[src/rtl/keypad_scan_debounce_param.sv]
// Purpose: matrix-keypad scanner; drives one active-low row at a time, debounces press and release,
//          emits one key code per accepted press and keeps a newest-first history of accepted keys.
// Latency: key_valid pulses DB_ON cycles after the sample cycle that captured the key; no backpressure (free-running).
//
// Ports:
//   clk        system clock
//   reset      synchronous, active-low reset
//   col_sync   column inputs, already synchronised, active-low
//   clear      synchronous history clear, active-high
//   rows       row drive, one-hot active-low (all ones in reset)
//   key_code   last accepted key = row*COLS + col
//   key_valid  one-cycle pulse when key_code updates
//   key_held   high while the accepted key is down or in release debounce
//   history    entry i at [i*KEY_W +: KEY_W], entry 0 newest
//   hist_count number of valid history entries, saturates at DEPTH
module keypad_scan_debounce_param #(
  parameter int ROWS   = 4,
  parameter int COLS   = 4,
  parameter int SETTLE = 2,
  parameter int DB_ON  = 1024,
  parameter int DB_OFF = 8192,
  parameter int DEPTH  = 2,
  localparam int KEY_W = $clog2(ROWS*COLS),
  localparam int HC_W  = $clog2(DEPTH+1)
) (
  input  logic                   clk,
  input  logic                   reset,
  input  logic [COLS-1:0]        col_sync,
  input  logic                   clear,
  output logic [ROWS-1:0]        rows,
  output logic [KEY_W-1:0]       key_code,
  output logic                   key_valid,
  output logic                   key_held,
  output logic [DEPTH*KEY_W-1:0] history,
  output logic [HC_W-1:0]        hist_count
);

  localparam int RI_W  = $clog2(ROWS);
  localparam int CI_W  = $clog2(COLS);
  localparam int ST_W  = $clog2(SETTLE+1);
  localparam int DBN_W = $clog2(DB_ON+1);
  localparam int DBF_W = $clog2(DB_OFF+1);

  typedef enum logic [2:0] {
    S_SCAN     = 3'd0,
    S_PRESS_DB = 3'd1,
    S_EMIT     = 3'd2,
    S_HELD     = 3'd3,
    S_REL_DB   = 3'd4
  } state_t;

  state_t            state;
  logic [RI_W-1:0]   row_idx;
  logic [RI_W-1:0]   row_next;
  logic [ST_W-1:0]   settle_cnt;
  logic [DBN_W-1:0]  db_cnt;
  logic [DBF_W-1:0]  rel_cnt;
  logic [CI_W-1:0]   cap_col;
  logic              any_low;
  logic [CI_W-1:0]   low_col;
  logic [KEY_W-1:0]  new_code;

  // Lowest-index low column wins: scan downwards so the last hit is the lowest.
  always_comb begin
    any_low = 1'b0;
    low_col = '0;
    for (int i = COLS-1; i >= 0; i--) begin
      if (!col_sync[i]) begin
        any_low = 1'b1;
        low_col = CI_W'(i);
      end
    end
  end

  assign row_next = (row_idx == RI_W'(ROWS-1)) ? '0 : row_idx + RI_W'(1);
  assign new_code = KEY_W'(row_idx) * KEY_W'(COLS) + KEY_W'(cap_col);

  function automatic logic [ROWS-1:0] row_drive(input logic [RI_W-1:0] idx);
    row_drive = ~(ROWS'(1) << idx);
  endfunction

  // settle_cnt == 0 only right after reset/recovery: that cycle just starts
  // driving row 0, so the row appears on the cycle after reset deasserts.
  always_ff @(posedge clk) begin
    if (!reset) begin
      state      <= S_SCAN;
      row_idx    <= '0;
      settle_cnt <= '0;
      db_cnt     <= '0;
      rel_cnt    <= '0;
      cap_col    <= '0;
      rows       <= '1;
      key_code   <= '0;
      key_valid  <= 1'b0;
      key_held   <= 1'b0;
      history    <= '0;
      hist_count <= '0;
    end else begin
      key_valid <= 1'b0;
      // Plain clear; the EMIT branch below overrides it so the new key survives.
      if (clear) begin
        history    <= '0;
        hist_count <= '0;
      end
      case (state)
        S_SCAN: begin
          if (settle_cnt == ST_W'(SETTLE)) begin
            if (any_low) begin
              cap_col <= low_col;
              db_cnt  <= DBN_W'(1);
              state   <= S_PRESS_DB;
            end else begin
              row_idx    <= row_next;
              rows       <= row_drive(row_next);
              settle_cnt <= ST_W'(1);
            end
          end else begin
            rows       <= row_drive(row_idx);
            settle_cnt <= settle_cnt + ST_W'(1);
          end
        end
        S_PRESS_DB: begin
          if (!any_low) begin
            // Glitch: rescan the same row from a fresh settle period.
            settle_cnt <= ST_W'(1);
            state      <= S_SCAN;
          end else if (low_col != cap_col) begin
            cap_col <= low_col;
            db_cnt  <= DBN_W'(1);
          end else if (db_cnt == DBN_W'(DB_ON-1)) begin
            // Sample cycle counted as 1, so DB_ON stable cycles end here.
            db_cnt    <= DBN_W'(DB_ON);
            key_code  <= new_code;
            key_valid <= 1'b1;
            state     <= S_EMIT;
          end else begin
            db_cnt <= db_cnt + DBN_W'(1);
          end
        end
        S_EMIT: begin
          // History updates on the edge leaving EMIT, so a clear seen during
          // EMIT still keeps the freshly emitted code as entry 0.
          if (clear) begin
            history                <= '0;
            history[0 +: KEY_W]    <= key_code;
            hist_count             <= HC_W'(1);
          end else begin
            for (int i = DEPTH-1; i > 0; i--) begin
              history[i*KEY_W +: KEY_W] <= history[(i-1)*KEY_W +: KEY_W];
            end
            history[0 +: KEY_W] <= key_code;
            if (hist_count != HC_W'(DEPTH)) begin
              hist_count <= hist_count + HC_W'(1);
            end
          end
          key_held <= 1'b1;
          state    <= S_HELD;
        end
        S_HELD: begin
          if (!any_low) begin
            rel_cnt <= DBF_W'(1);
            state   <= S_REL_DB;
          end
        end
        S_REL_DB: begin
          if (any_low) begin
            rel_cnt <= '0;
            state   <= S_HELD;
          end else if (rel_cnt == DBF_W'(DB_OFF-1)) begin
            rel_cnt    <= '0;
            key_held   <= 1'b0;
            row_idx    <= row_next;
            rows       <= row_drive(row_next);
            settle_cnt <= ST_W'(1);
            state      <= S_SCAN;
          end else begin
            rel_cnt <= rel_cnt + DBF_W'(1);
          end
        end
        default: begin
          state      <= S_SCAN;
          row_idx    <= '0;
          settle_cnt <= '0;
          db_cnt     <= '0;
          rel_cnt    <= '0;
          rows       <= '1;
          key_held   <= 1'b0;
        end
      endcase
    end
  end

endmodule
[config.mk]
export PLATFORM = sky130hd
export DESIGN_NAME = keypad_scan_debounce_param
export DESIGN_NICKNAME = d
export VERILOG_FILES = /design/src/rtl/keypad_scan_debounce_param.sv
export SDC_FILE = /design/constraint.sdc
export NUM_CORES = 1
export LEC_CHECK = 0
export ABC_AREA = 1
export CORE_AREA = 2 2 105 77
export CTS_BUF_LIST = sky130_fd_sc_hd__clkbuf_16
export CTS_CLUSTER_DIAMETER = 60
export DETAILED_ROUTE_END_ITERATION = 8
export DIE_AREA = 0 0 107 79
export PLACE_DENSITY = 0.59
export SYNTH_ARGS = -nofsm -noshare
export SYNTH_HDL_FRONTEND = slang
export SYNTH_SLANG_ARGS = --single-unit
[constraint.sdc]
create_clock -name clk -period 2.9 [get_ports clk]
set_input_delay 0.29 -clock clk [delete_from_list [all_inputs] [get_ports clk]]
set_output_delay 0.29 -clock clk [all_outputs]
set_load 0.1 [all_outputs]
Figure 1. Wiring by layer.
Drawn at 6 px/µm. Two of the layers only.
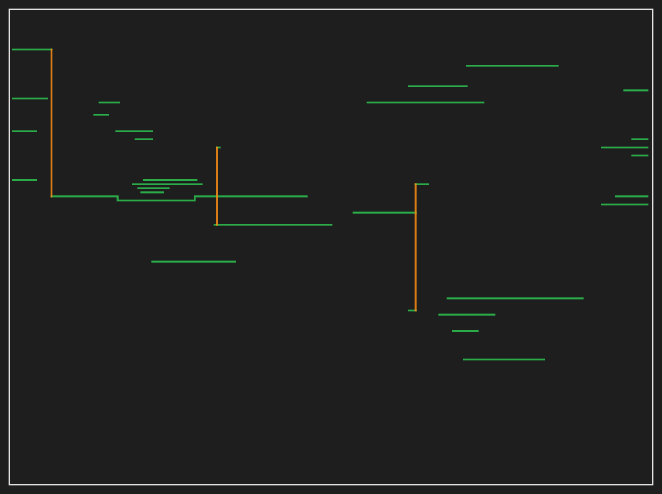
[green] metal 3 | wire length: 277 µm
[orange] metal 4 | wire length: 58.5 µm
routed wirelength normalized by instance count: 11.71 µm
Vias: 2733
total wirelength of the detailed-routed design: 6.675 mm
GRT Total Usage: 17.01%

Figure 2. I/O nets highlighted.
Drawn at 4 px/µm.
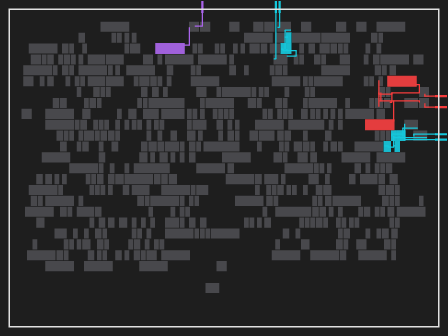
[cyan] `col_sync` | bits: 4 | direction: input | end cells: 7 | buffers: 4 | wire: 72.4 µm
[purple] `key_valid` | bits: 1 | direction: output | end cells: 1 | buffers: 1 | wire: 11.2 µm
[red] `hist_count` | bits: 2 | direction: output | end cells: 2 | buffers: 2 | wire: 46.9 µm

==> flow_metrics.rpt <==
RUN METRICS
----------------------------------------------------
[Synth]
  Most instantiated library cell after synthesis ........................ sky130_fd_sc_hd__nand2_1
  Synth Area in Compound Gates ........................ 11.71%
  Fraction of synthesized cell area in xor and xnor cells ........................ less than 1%
  Cell area after synthesis ........................ 2885 µm²
  Yosys synthesis warning count ........................ 0
  Mux share of post-synthesis cell area ........................ 0%
  Avg Synthesized Cell Area ........................ 6.513 µm²
  Top cells by area, synth ........................ sky130_fd_sc_hd__dfxtp_1 (37%), sky130_fd_sc_hd__nand2_1 (15%), sky130_fd_sc_hd__nor2_1 (8.3%), sky130_fd_sc_hd__inv_1 (6.5%), sky130_fd_sc_hd__a21oi_1 (5.6%)
  Yosys-reported design area after synthesis ........................ a little under 3000 µm²
  Post-Synth Simple-Gate Area ........................ between 30% and 40%
  Number of unique standard cell types used by synthesis ........................ 35
  Dominant combinational family ........................ simple AND/OR/NAND/NOR gates
  Ys cells ........................ around 440

[Detailed routing]
  Average via count per standard cell ........................ approximately 4.8
  Number of antenna-violating nets in the routed design ........................ 0
  First-pass iteration count of the detailed router ........................ 4
  Number of DRC violations after detailed routing ........................ 0

[Worst setup path]
  Capturing point of the worst reg2reg path ........................ key_code[1]$_SDFFE_PN0P_
  Number of buffers and inverters on the critical path ........................ 1
  Capturing element type of the critical path ........................ flip-flop
  Crit path kind ........................ in -> reg
  Register-to-Register Path Depth ........................ 8
  Reg2Reg Launch Point ........................ db_cnt[0]$_SDFFE_PN0P_
  CP delay by family, top ........................ simple AND/OR/NAND/NOR gates
  Critical Path Max Stage Delay ........................ about 0.48 ns
  Capturing instance or port of the critical path ........................ rel_cnt[9]$_SDFFE_PN0P_
  Most numerous cell on the critical path ........................ sky130_fd_sc_hd__nand2_1

[GRT]
  First-pass GRT wire length ........................ roughly 12 mm
  Grt ovf ........................ 0
  Number of global-route vias before repair ........................ ~2400
  Maximum number of pins on one net before global-route repair ........................ 24

[Floorplanning]
  Area of the core ........................ between 7000 and 8000 µm²
  Total die size ........................ ~8500 µm²
  Die Span Y ........................ 79 µm
  Core Rows ........................ 27

[Pwr]
  Total power of the final layout ........................ about 0.0024 W
  Share of total power in the clock network ........................ between 20% and 30%
  Proportion of power drawn by combinational gates ........................ 39.1%
  Switching portion of total power ........................ between 40% and 50%
  Largest power group ........................ combinational logic
  Max VDD drop ........................ between 0.5 and 0.6 mV
  Static power due to leakage ........................ 1.428 nW
  Power in combinational cells ........................ around 0.00093 W
  Reg power frac ........................ between 30% and 40%
  Switching pwr ........................ 0.001008 W

[Timing]
  Setup violations, final ........................ 0
  Final Hold Violation Tally ........................ 0
  Worst hold margin ........................ about 0.47 ns
  Final min period ........................ ~2.0 ns
  Max-slew headroom at the worst pin ........................ between 60 and 70%
  Total Neg Setup Slack ........................ 0 ns
  Clock Skews ........................ 0.006759 ns
  Unrepaired setup endpoints after global routing ........................ no

[Flow run]
  Maximum Capacitance Violations ........................ 0
  OpenROAD warning count ........................ 29

[Placed design]
  Area after detailed placement ........................ around 3200 µm²
  Setup WS pre-CTS ........................ 0.5571 ns
  Hpwl dp ........................ around 5 mm

[Clock tree]
  CTS root buf ........................ sky130_fd_sc_hd__clkbuf_16
  Max clock buf depth ........................ 2
  Post-CTS setup repair buffer count ........................ 0
  Reg clk slew, reported paths ........................ around 0.070 ns
  Post-cts sizing count ........................ 0

[Hold path]
  Hold-critical path endpoint ........................ history[7]$_SDFFE_PN0P_
  Number of cells on the worst hold path ........................ 2
  Class of the tightest hold or removal check ........................ reg -> reg
  Worst Min Path Start ........................ history[7]$_SDFFE_PN0P_

[Layout]
  Share of post-route cells with drive strength above 1 ........................ 12.15%
  Design Area, Final ........................ 3318 µm²
  Post-Route Utilization ........................ 44.05%

[Status]
  Outcome ........................ completed

----------------------------------------------------
Figure 3. A small window of the routed layout.
Window x 70 to 90, y 49 to 69 µm. Cells in grey, sequential cells in the stronger grey; small squares are vias.
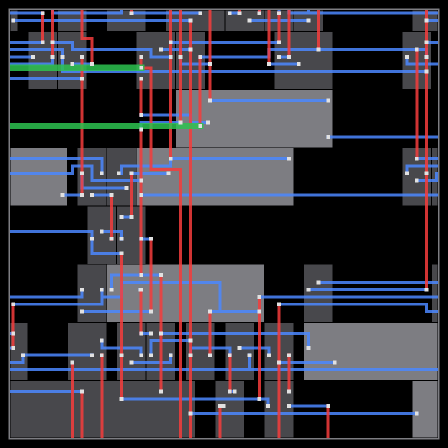
[blue] metal 1
[green] metal 3
[red] metal 2
netlist names of flops here include: `cap_col` (2)
most frequent: nand2_1 (9), nor2_1 (7), dfxtp_1 (4)
sequential cells in the window: 4
cells with their middle in the window: 27

Figure 4. The clock network.
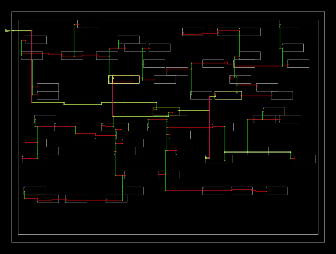
clk_buf instances: 5
clock network latency to the later pin of the worst-skew pair: 0.29 ns
total number of clock tree sinks: 54

[registers in the layout, summed over array words and instances, names as in the netlist]
register	count
cap_col	2
db_cnt	11
hist_count	2
history	8
key_code	4
key_held	1
key_valid	1
rel_cnt	14
row_idx	2
rows	4
settle_cnt	2
state	3
[layer usage]
metal  part of all wire [%]  global-route usage [%]
met5                      0                       0
met2                     37                   23.50
met4                   0.87                   3.896
met3                    4.1                   3.202
met1                     58                   26.77
[cell type report]
class / instances / area share [%]
Timing Repair Buffer: 28 / 6.787
Multi-Input combinational cell: 323 / 46.38
Sequential cell: 54 / 32.58
Inverter: 58 / 6.561
Tap cell: 101 / 3.808
Clock buffer: 5 / 3.771
Clock inverter: 1 / 0.1131
Power is estimated from default activity; no workload was simulated.
